--- src/rtl/phase_ctrl_unit.sv ---
`default_nettype none
// ============================================================================
// Module      : phase_ctrl_unit
// Description : Turns the one-hot phase vector from the CPU phase counter into
//               registered per-stage strobes (fetch, decode, exec, mem, wb,
//               pc-update). Adds run/halt control at instruction boundaries,
//               replay of an instruction whose memory access was not ready,
//               sticky phase-integrity error detection and a counter of
//               retired instructions.
//               Optional macro PHASE_SEQ_CHECK_EN: while running, also flags
//               a phase that is not the rotate-left-by-1 of the previous one.
// Revision    : 1.0 - initial release
// ============================================================================
module phase_ctrl_unit #(
    parameter int CNT_W = 16
) (
    input  logic             clk,
    input  logic             reset,
    input  logic [5:0]       phase,
    input  logic             run,
    input  logic             halt_req,
    input  logic             mem_ready,
    output logic             st_fetch,
    output logic             st_decode,
    output logic             st_exec,
    output logic             st_mem,
    output logic             st_wb,
    output logic             st_pc,
    output logic             replay,
    output logic             halted,
    output logic             err,
    output logic [CNT_W-1:0] instr_cnt
);

    localparam logic [1:0] c_IDLE   = 2'd0;
    localparam logic [1:0] c_RUN    = 2'd1;
    localparam logic [1:0] c_HALTED = 2'd2;
    localparam logic [1:0] c_ERROR  = 2'd3;

    localparam logic [5:0]       c_PH_FETCH = 6'b000001;
    localparam logic [CNT_W-1:0] c_CNT_ONE  = {{(CNT_W-1){1'b0}}, 1'b1};

    logic [1:0]       r_state;
    logic [1:0]       w_state_nxt;
    logic [5:0]       r_st;
    logic [5:0]       w_st_nxt;
    logic             r_replay;
    logic             w_replay_nxt;
    logic             r_repl;
    logic             r_halt_pend;
    logic [CNT_W-1:0] r_cnt;

    logic             w_onehot;
    logic             w_seq_err;
    logic             w_bad;
    logic             w_enter;
    logic             w_go;
    logic             w_halt_now;

    // exactly one bit set: non-zero and clearing the lowest set bit leaves zero
    assign w_onehot = (phase != 6'd0) && ((phase & (phase - 6'd1)) == 6'd0);

`ifdef PHASE_SEQ_CHECK_EN
    logic [5:0] r_prev_phase;

    // remember last phase so the rotation order can be checked while running
    always_ff @(posedge clk or negedge reset) begin
        if (!reset) begin
            r_prev_phase <= 6'd0;
        end else begin
            r_prev_phase <= phase;
        end
    end

    // only checked in RUN, so the entry cycle itself is never compared
    assign w_seq_err = (r_state == c_RUN) &&
                       (phase != {r_prev_phase[4:0], r_prev_phase[5]});
`else
    assign w_seq_err = 1'b0;
`endif

    assign w_bad = !w_onehot || w_seq_err;

    // start/resume only on the fetch phase so execution begins at a boundary
    assign w_enter = !w_bad && run && (phase == c_PH_FETCH) &&
                     ((r_state == c_IDLE) ||
                      ((r_state == c_HALTED) && !halt_req));

    // this cycle's phase produces a strobe next cycle
    assign w_go = !w_bad && ((r_state == c_RUN) || w_enter);

    // stop after the pc-update phase of the current instruction
    assign w_halt_now = (r_state == c_RUN) && !w_bad && phase[5] &&
                        (halt_req || r_halt_pend);

    // with a pending replay, write-back and PC update are withheld and the
    // replay pulse takes the place of the PC strobe
    assign w_st_nxt     = {w_go & phase[5] & !r_repl,
                           w_go & phase[4] & !r_repl,
                           {4{w_go}} & phase[3:0]};
    assign w_replay_nxt = w_go & phase[5] & r_repl;

    // next-state selection; ERROR is only left through reset
    always_comb begin
        w_state_nxt = r_state;
        if (r_state == c_ERROR) begin
            w_state_nxt = c_ERROR;
        end else if (w_bad) begin
            w_state_nxt = c_ERROR;
        end else if (w_enter) begin
            w_state_nxt = c_RUN;
        end else if (w_halt_now) begin
            w_state_nxt = c_HALTED;
        end
    end

    // state register
    always_ff @(posedge clk or negedge reset) begin
        if (!reset) begin
            r_state <= c_IDLE;
        end else begin
            r_state <= w_state_nxt;
        end
    end

    // registered strobes and replay pulse
    always_ff @(posedge clk or negedge reset) begin
        if (!reset) begin
            r_st     <= 6'd0;
            r_replay <= 1'b0;
        end else begin
            r_st     <= w_st_nxt;
            r_replay <= w_replay_nxt;
        end
    end

    // memory-wait replay flag: set on a not-ready mem phase, consumed at pc-update
    always_ff @(posedge clk or negedge reset) begin
        if (!reset) begin
            r_repl <= 1'b0;
        end else if (w_go && phase[3] && !mem_ready) begin
            r_repl <= 1'b1;
        end else if (w_go && phase[5]) begin
            r_repl <= 1'b0;
        end
    end

    // halt request captured during RUN until the boundary is reached
    always_ff @(posedge clk or negedge reset) begin
        if (!reset) begin
            r_halt_pend <= 1'b0;
        end else if (r_state == c_RUN) begin
            if (w_state_nxt == c_HALTED) begin
                r_halt_pend <= 1'b0;
            end else if (halt_req) begin
                r_halt_pend <= 1'b1;
            end
        end
    end

    // retired-instruction counter, advances with each PC strobe, wraps silently
    always_ff @(posedge clk or negedge reset) begin
        if (!reset) begin
            r_cnt <= {CNT_W{1'b0}};
        end else if (w_st_nxt[5]) begin
            r_cnt <= r_cnt + c_CNT_ONE;
        end
    end

    assign st_fetch  = r_st[0];
    assign st_decode = r_st[1];
    assign st_exec   = r_st[2];
    assign st_mem    = r_st[3];
    assign st_wb     = r_st[4];
    assign st_pc     = r_st[5];
    assign replay    = r_replay;
    assign halted    = (r_state == c_HALTED);
    assign err       = (r_state == c_ERROR);
    assign instr_cnt = r_cnt;

endmodule
`default_nettype wire

--- config.mk ---
export PLATFORM = sky130hd
export DESIGN_NAME = phase_ctrl_unit
export DESIGN_NICKNAME = d
export VERILOG_FILES = /design/src/rtl/phase_ctrl_unit.sv
export SDC_FILE = /design/constraint.sdc
export NUM_CORES = 1
export LEC_CHECK = 0
export ABC_AREA = 1
export CAP_MARGIN = 5
export CORE_MARGIN = 2
export CORE_UTILIZATION = 53
export DETAILED_ROUTE_END_ITERATION = 6
export GPL_ROUTABILITY_DRIVEN = 1
export MAX_ROUTING_LAYER = met4
export PLACE_DENSITY = 0.84
export SYNTH_ARGS = -nofsm -noshare
export SYNTH_HDL_FRONTEND = slang
export SYNTH_SLANG_ARGS = --single-unit
--- constraint.sdc ---
create_clock -name clk -period 3.4 [get_ports clk]
set_input_delay 0.51 -clock clk [delete_from_list [all_inputs] [get_ports clk]]
set_output_delay 0.51 -clock clk [all_outputs]
set_load 0.05 [all_outputs]
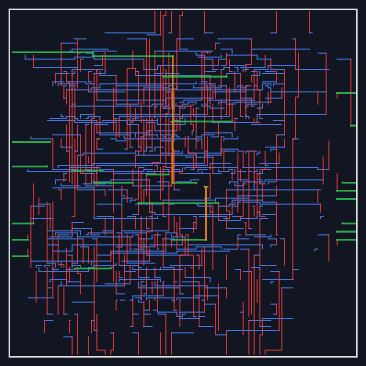
(images/metal_stack.png)
(6 px per µm)
[orange] met4 | wire length: 29.9 µm
[green] met3 | wire length: 133 µm
[red] met2 | wire length: 1400 µm
[blue] met1 | wire length: 1480 µm
final WL: 3038 µm
overall routing resource usage: 0.2081
DR WL/cell: 10.89 µm
vias: 1421

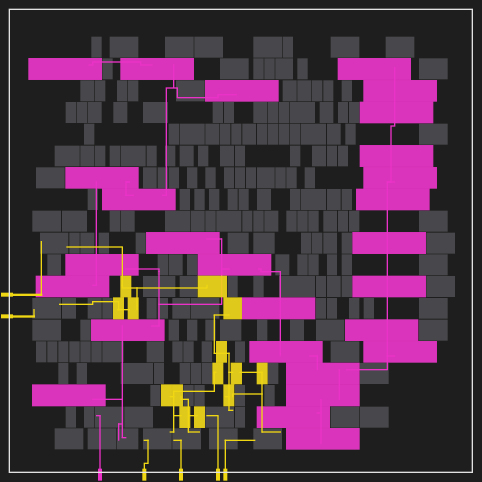
(images/port_nets.png)
(8 px per µm)
[yellow] phase | bits: 6 | direction: input | edge: 4 south, 2 west | end cells: 14 | buffers: 6 | wire: 130 µm
[magenta] reset | bits: 1 | direction: input | edge: south | end cells: 27 | buffers: 2 | wire: 183 µm
Ports: 36
PortBufs: 35

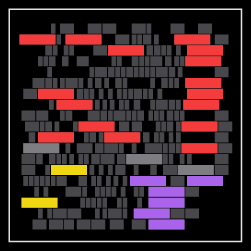
(images/registers.png)
(4 px per µm) Other sequential cells in the stronger grey, the rest of the logic in the fainter grey.
[purple] r_st | sequential cells: 6
[red] instr_cnt | sequential cells: 16
[yellow] r_state | sequential cells: 2
Flop area: 675.6 µm²
Seq/total area: 0.3518
sequential power: 0.322 mW
Final Util: 0.6965

-- layer usage --
metal  wire length [µm]  vias up  track usage
met4                 29        0      0.04983
met1               1478      657       0.2903
li1                   -      730            -
met3                132        4      0.03348
met2               1397       30       0.3214
met5                  0        -            -
-- worst reg2reg max path, cell delays in order (launching register included) --
cell,delay (ps)
dfrtp_1,420
inv_1,70
nor2_1,200
nand4_1,180
nor2_4,340
inv_1,100
nand2_1,80
nand2_1,40
-- cell families (layout without fill, tap and decap cells) --
logic type	Yosys count	after routing
compound gates	6	6
xor+xnor	10	10
fa+ha+maj	1	1
buf+inv	31	68
flops	27	27
simple gates	136	136
-- layout make-up --
type                       count  area share
sequential                    27      0.3518
timing repair buffer          36      0.1863
tap                           31     0.02020
clock buffer                   4     0.01368
multi-input combinational    153      0.3733
inverter                      28     0.05472
==> results.sh <==
# implementation run metrics
export IMPL_mux_share=0
export IMPL_num_rows=19
export IMPL_nets=261
export IMPL_crit_family="buffers and inverters"
export IMPL_power_clock_mw=0.141
export IMPL_ys_types=21
export IMPL_clk_latency_ps=330
export IMPL_largest_reg_flops=16
export IMPL_grt_pass1_vias=1205
export IMPL_mappedNetlistNets=223
export IMPL_cts_tree="done"
export IMPL_cts_buffers=3
export IMPL_layout_top_cells="nand2_1 (73), clkdlybuf4s50_1 (35), nor2_1 (28)"
export IMPL_final_common_cell="nand2_1"
export IMPL_vias_per_cell=5.093
export IMPL_area_growth_pct=25.72
export IMPL_pg_comb_mw=0.0351
export IMPL_chipArea_um2=3328
export IMPL_worst_setup_path_start_kind="flip-flop"
export IMPL_outcome="completed"
export IMPL_antenna_cells=0
export IMPL_ctsHoldBuffers=0
export IMPL_overflow=0
export IMPL_yosys_warnings=0
export IMPL_cts_resized=0
export IMPL_dp_cells=275
export IMPL_clk_path_buf_depth=2
export IMPL_cap_violations=0
export IMPL_fillers=240
export IMPL_timing_hold_ws_ps=468.7
export IMPL_total_power_mw=0.4974
export IMPL_core_area_um2=2758
export IMPL_pwr_share_clk=0.283
export IMPL_drtIter0Drc=40
export IMPL_crit_end="halted"
export IMPL_clock_sinks=27
export IMPL_layout_min_cycle_time_ps=2175
export IMPL_cts_root_buffer="clkbuf_4"
export IMPL_cp_slowest_cell="clkdlybuf4s50_1"
export IMPL_fin_worst_skew_ps=11.74
export IMPL_synthFlopType="dfrtp_1"
export IMPL_reg2reg_depth=7
export IMPL_worst_hold_path_type="reg -> reg"
export IMPL_first_pass_iters=4
export IMPL_clk_pin_slew_ps=140
export IMPL_top_area_frac=0.4423
export IMPL_hold_violations=0
export IMPL_ys_cells=211
export IMPL_combPwrFrac=0.070
export IMPL_gp_congestion=0.8938
export IMPL_cellLeakagePower_nw=0.9859
export IMPL_r2r_slack_ps=1870
export IMPL_hpwl_um=2328
export IMPL_synthArstFlopShare=1.000
export IMPL_aoi_share=0.02129
export IMPL_grt_max_degree=28
export IMPL_edf_count=0
export IMPL_holdPathEnd="r_st[4]$_DFF_PN0_"
export IMPL_cpPeakStageDelay_ps=800
export IMPL_cp_startpoint="r_state[1]$_DFF_PN0_"
export IMPL_post_cts_buffers=0
export IMPL_synth_area_per_cell_um2=7.240
export IMPL_ys_sh_adder=0.008190
export IMPL_simple_gate_share=0.3825
export IMPL_synth_seq_cells=27
export IMPL_max_freq_ghz=0.4599
export IMPL_path_class="reg -> out"
export IMPL_power_internal_mw=0.3821
export IMPL_ys_area_um2=1528
export IMPL_reg2reg_from="r_state[0]$_DFF_PN0_"
export IMPL_power_group_top="sequential cells"
export IMPL_area_leaders="dfrtp_1 (44%), nand2_1 (18%), nand3_1 (7.9%), nor2_1 (6.9%), inv_1 (6.4%)"
export IMPL_cp_depth=3
export IMPL_tightest_slew_ps=507.7
export IMPL_h_tree_depth=1
export IMPL_rsz0062_at_grt="no"
export IMPL_syn_inst=211
export IMPL_drc_errors=0
export IMPL_critPathBufInv=2
export IMPL_relSlewSlack=0.6594
export IMPL_xor_share=0.05733
export IMPL_cp_end_kind="primary output"
export IMPL_whs_path_depth=1
export IMPL_power_frac_seq=0.646
export IMPL_p_switching_mw=0.1153
export IMPL_combGateArea_um2=716.9
export IMPL_worst_slack_ps=1225
export IMPL_fin_area_um2=1921
export IMPL_period_used=0.6396
Power figures rest on the tool's default switching activity, not on a simulated workload.
